### Signal wires on met3

Drawn at 2 px/µm.
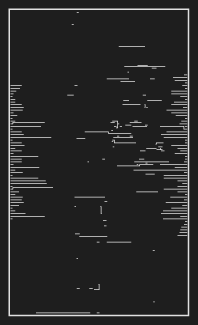
### Metal 2

Drawn at 2 px/µm. Cells faint in the background.
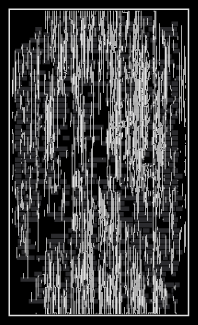
[config.mk]
export PLATFORM = sky130hd
export DESIGN_NAME = lsu_ctrl
export DESIGN_NICKNAME = d
export VERILOG_FILES = /design/src/rtl/lsu_ctrl.sv
export SDC_FILE = /design/constraint.sdc
export NUM_CORES = 1
export LEC_CHECK = 0
export CAP_MARGIN = 20
export CORE_ASPECT_RATIO = 1.75
export CORE_MARGIN = 2
export CORE_UTILIZATION = 44
export CTS_CLUSTER_DIAMETER = 30
export DETAILED_ROUTE_END_ITERATION = 8
export GPL_TIMING_DRIVEN = 0
export PLACE_DENSITY = 0.81
export SYNTH_ARGS = -nofsm -noshare
export SYNTH_HDL_FRONTEND = slang
export SYNTH_SLANG_ARGS = --single-unit
export TNS_END_PERCENT = 20
[constraint.sdc]
create_clock -name clk -period 2.6 [get_ports clk]
set_input_delay 0.52 -clock clk [delete_from_list [all_inputs] [get_ports clk]]
set_output_delay 0.52 -clock clk [all_outputs]
set_load 0.01 [all_outputs]
[src/rtl/lsu_ctrl.sv]
// Load/store unit controller: single outstanding access to a word-wide data memory,
// with byte-lane steering, load extension, misalignment and bus-timeout faults.
module lsu_ctrl #(
  parameter int unsigned TIMEOUT = 15
) (
  input  logic        clk,
  input  logic        resetb,
  input  logic        req_valid,
  output logic        req_ready,
  input  logic        req_we,
  input  logic [2:0]  req_funct3,
  input  logic [31:0] req_addr,
  input  logic [31:0] req_wdata,
  input  logic [4:0]  req_rd,
  output logic        dm_valid,
  output logic        dm_we,
  output logic [31:0] dm_addr,
  output logic [3:0]  dm_be,
  output logic [31:0] dm_wdata,
  input  logic        dm_ready,
  input  logic [31:0] dm_rdata,
  output logic        done,
  output logic        wb_en,
  output logic [31:0] wb_data,
  output logic [4:0]  wb_rd,
  output logic        fault_misaligned,
  output logic        fault_bus,
  output logic        busy
);

  localparam int unsigned CNT_W = (TIMEOUT < 1) ? 1 : $clog2(TIMEOUT + 1);

  typedef enum logic [1:0] {IDLE, MISALIGN, ACCESS, DONE} state_t;

  state_t             state_q, state_d;
  logic               we_q;
  logic [2:0]         f3_q;
  logic [31:0]        addr_q;
  logic [31:0]        wdata_q;
  logic [CNT_W-1:0]   cnt_q;
  logic               mis_q;
  logic               bus_q;
  logic               accept;
  logic               bad_req;
  logic               cnt_max;
  logic [7:0]         lane_b;
  logic [15:0]        lane_h;
  logic [31:0]        load_ext;

  assign cnt_max = (cnt_q == CNT_W'(TIMEOUT));

  // Illegal width codes and misaligned addresses share the no-access fault path
  always_comb begin
    bad_req = 1'b0;
    unique case (req_funct3)
      3'b000: bad_req = 1'b0;
      3'b001: bad_req = req_addr[0];
      3'b010: bad_req = (req_addr[1:0] != 2'b00);
      3'b100: bad_req = req_we;
      3'b101: bad_req = req_we | req_addr[0];
      default: bad_req = 1'b1;
    endcase
  end

  always_ff @(posedge clk or negedge resetb) begin
    if (!resetb) state_q <= IDLE;
    else         state_q <= state_d;
  end

  always_comb begin
    state_d   = state_q;
    req_ready = 1'b0;
    dm_valid  = 1'b0;
    done      = 1'b0;
    busy      = 1'b1;
    accept    = 1'b0;
    unique case (state_q)
      IDLE: begin
        req_ready = 1'b1;
        busy      = 1'b0;
        accept    = req_valid;
        if (req_valid) state_d = bad_req ? MISALIGN : ACCESS;
      end
      MISALIGN: state_d = DONE;
      ACCESS: begin
        dm_valid = 1'b1;
        if (dm_ready || cnt_max) state_d = DONE;
      end
      DONE: begin
        done    = 1'b1;
        state_d = IDLE;
      end
      default: state_d = IDLE;
    endcase
  end

  // Request capture, timeout counter, fault flags and writeback registers
  always_ff @(posedge clk or negedge resetb) begin
    if (!resetb) begin
      we_q    <= 1'b0;
      f3_q    <= 3'b000;
      addr_q  <= 32'h0;
      wdata_q <= 32'h0;
      cnt_q   <= '0;
      mis_q   <= 1'b0;
      bus_q   <= 1'b0;
      wb_data <= 32'h0;
      wb_rd   <= 5'd0;
    end else begin
      if (accept) begin
        we_q    <= req_we;
        f3_q    <= req_funct3;
        addr_q  <= req_addr;
        wdata_q <= req_wdata;
        wb_rd   <= req_rd;
        cnt_q   <= '0;
        mis_q   <= 1'b0;
        bus_q   <= 1'b0;
      end
      if (state_q == MISALIGN) mis_q <= 1'b1;
      if (state_q == ACCESS) begin
        if (dm_ready) begin
          if (!we_q) wb_data <= load_ext;
        end else if (cnt_max) begin
          bus_q <= 1'b1;
        end else begin
          cnt_q <= cnt_q + CNT_W'(1);
        end
      end
    end
  end

  assign dm_addr  = {addr_q[31:2], 2'b00};
  assign dm_we    = dm_valid & we_q;

  always_comb begin
    dm_be    = 4'b0000;
    dm_wdata = wdata_q;
    unique case (f3_q[1:0])
      2'b00: begin
        dm_be    = 4'b0001 << addr_q[1:0];
        dm_wdata = {4{wdata_q[7:0]}};
      end
      2'b01: begin
        dm_be    = addr_q[1] ? 4'b1100 : 4'b0011;
        dm_wdata = {2{wdata_q[15:0]}};
      end
      default: dm_be = 4'b1111;
    endcase
    if (!dm_valid) dm_be = 4'b0000;
  end

  // Lane select then sign/zero extension of the returned word
  always_comb begin
    lane_b   = dm_rdata[{addr_q[1:0], 3'b000} +: 8];
    lane_h   = addr_q[1] ? dm_rdata[31:16] : dm_rdata[15:0];
    load_ext = dm_rdata;
    unique case (f3_q)
      3'b000:  load_ext = {{24{lane_b[7]}}, lane_b};
      3'b001:  load_ext = {{16{lane_h[15]}}, lane_h};
      3'b100:  load_ext = {24'h0, lane_b};
      3'b101:  load_ext = {16'h0, lane_h};
      default: load_ext = dm_rdata;
    endcase
  end

  assign fault_misaligned = done & mis_q;
  assign fault_bus        = done & bus_q;
  assign wb_en            = done & ~we_q & ~mis_q & ~bus_q;

endmodule

==> impl_metrics.py <==
# Auto-generated metrics
metrics = {
    "flow_run": {
        "maxCapViolCount": 0,
    },
    "synthesis": {
        "synth_seq_share_pct": 51.1,
        "synth-edff-count": 0,
        "ys_area_um2": 5540,
        "ys_sh_adder_pct": 1.36,
        "top_cell": "dfrtp_1",
        "common_cells": "dfrtp_1, mux2_2, nand2_1",
        "async_reset_ff_share_pct": 100,
        "ys_sh_aoi_pct": 10.1,
        "logic_family": "multiplexers",
        "ys_warn_count": 0,
        "synthXorXnorAreaFrac_pct": 0.158,
        "avgSynthCellArea_um2": 11.4,
        "synthTopCellsByArea": "dfrtp_1, mux2_2, buf_4",
        "post_synth_num_cell_types": 42,
        "netlist_area_um2": 5540,
        "ys.flops": 113,
    },
    "power_and_ir_drop": {
        "p_leak_nw": 3.77,
        "peakVddDrop_mv": 0.741,
        "p_clk_w": 0.00232,
        "power_density_nw_per_um2": 1340,
        "p_total_w": 0.0116,
        "p_seq_share_pct": 28.4,
        "switching_share_pct": 33.4,
        "comb-power_w": 0.00595,
        "maxPowerGroup": "combinational cells",
        "p_sw_w": 0.00385,
        "internal_power_w": 0.00770,
    },
    "global_routing": {
        "grt_max_degree": 63,
    },
    "sta": {
        "fin_ws_ns": 0.0653,
        "fin_tns_setup_ns": 0,
        "timing.hold.ws_ns": 0.217,
        "min_period_over_period_pct": 97.5,
        "setup_violations": 0,
        "final.min_clock_period_ns": 2.53,
        "rsz0062_at_grt": "no",
    },
    "drt": {
        "drc": 0,
        "ant_nets": 0,
        "vias": 4732,
        "dr.pass1.iters": 5,
    },
    "final_layout": {
        "stdcell_count": 903,
        "layout_top_cells": "clkdlybuf4s50_1, dfrtp_1, mux2_2, nand2_1, buf_4",
        "lay_top_count": "clkdlybuf4s50_1",
        "syn_to_final_growth_pct": 56.2,
        "final_util_pct": 70.0,
        "antennaDiodeCount": 0,
        "final_nets": 839,
        "reg_top3": "addr_q (32), wb_data (32), wdata_q (32)",
        "drive_gt1_share_pct": 25.4,
        "final_area_um2": 8650,
    },
    "status": {
        "outcome": "completed",
    },
    "critical_path": {
        "cp.depth": 4,
        "r2r-end": "addr_q[7]",
        "endpoint_kind": "output pin",
        "critPathSlowestCell": "clkdlybuf4s50_1",
        "worstPathRequired_ns": 2.08,
        "crit_family": "buffers and inverters",
        "critPathLaunch": "f3_q[1]",
        "cp-endpoint": "dm_wdata[23]",
        "slowest_delay_ns": 0.48,
        "cp_max_fo": 10,
    },
    "clock_tree": {
        "cts_buffer_depth": 2,
        "numCtsBuffers": 17,
        "cts.clk_slew.worst_paths_ns": 0.05,
        "htree_levels": 4,
        "clock-sinks": 113,
        "clk_latency_ns": 0.40,
        "cts-root-buf": "clkbuf_16",
        "cts_tree": "built",
    },
    "floorplan": {
        "die-width_um": 88.8,
        "rows": 54,
        "initial_utilization_pct": 44.8,
    },
    "place": {
        "dpl-instance-area_um2": 7970,
        "dp_cells": 876,
        "io_buffers": 219,
    },
}
-- 'Signal wires on met3' (at the start) --
main direction: horizontal
nets with wire on the layer: 155
share of all routed wire: 5.8%

-- 'Metal 2' (at the start) --
nets with wire on the layer: 759
main direction: vertical
wire length on this layer: 9420 µm

-- cell type report --
type | count | area [µm²]
buffer | 64 | 449
clock buffer | 20 | 457
clock inverter | 10 | 136
fill | 940 | 3710
inverter | 5 | 18.8
multi-input combinational | 302 | 2300
sequential | 113 | 2830
tap | 168 | 210
timing repair buffer | 221 | 2240
-- per-layer routing --
metal / GRT usage, % / routed length, µm
met1: 25.5 / 5740
met2: 46.9 / 9420
met3: 5.74 / 972
met4: 10.7 / 526
met5: 0 / 0
-- kinds of logic after synthesis --
group	after synthesis
buffers and inverters	73
and+or+nand+nor	99
other	1
DFF	113
muxes	107
AOI/OAI and AO/OA	87
adders and majority gates	6
xor gates and xnor gates	1
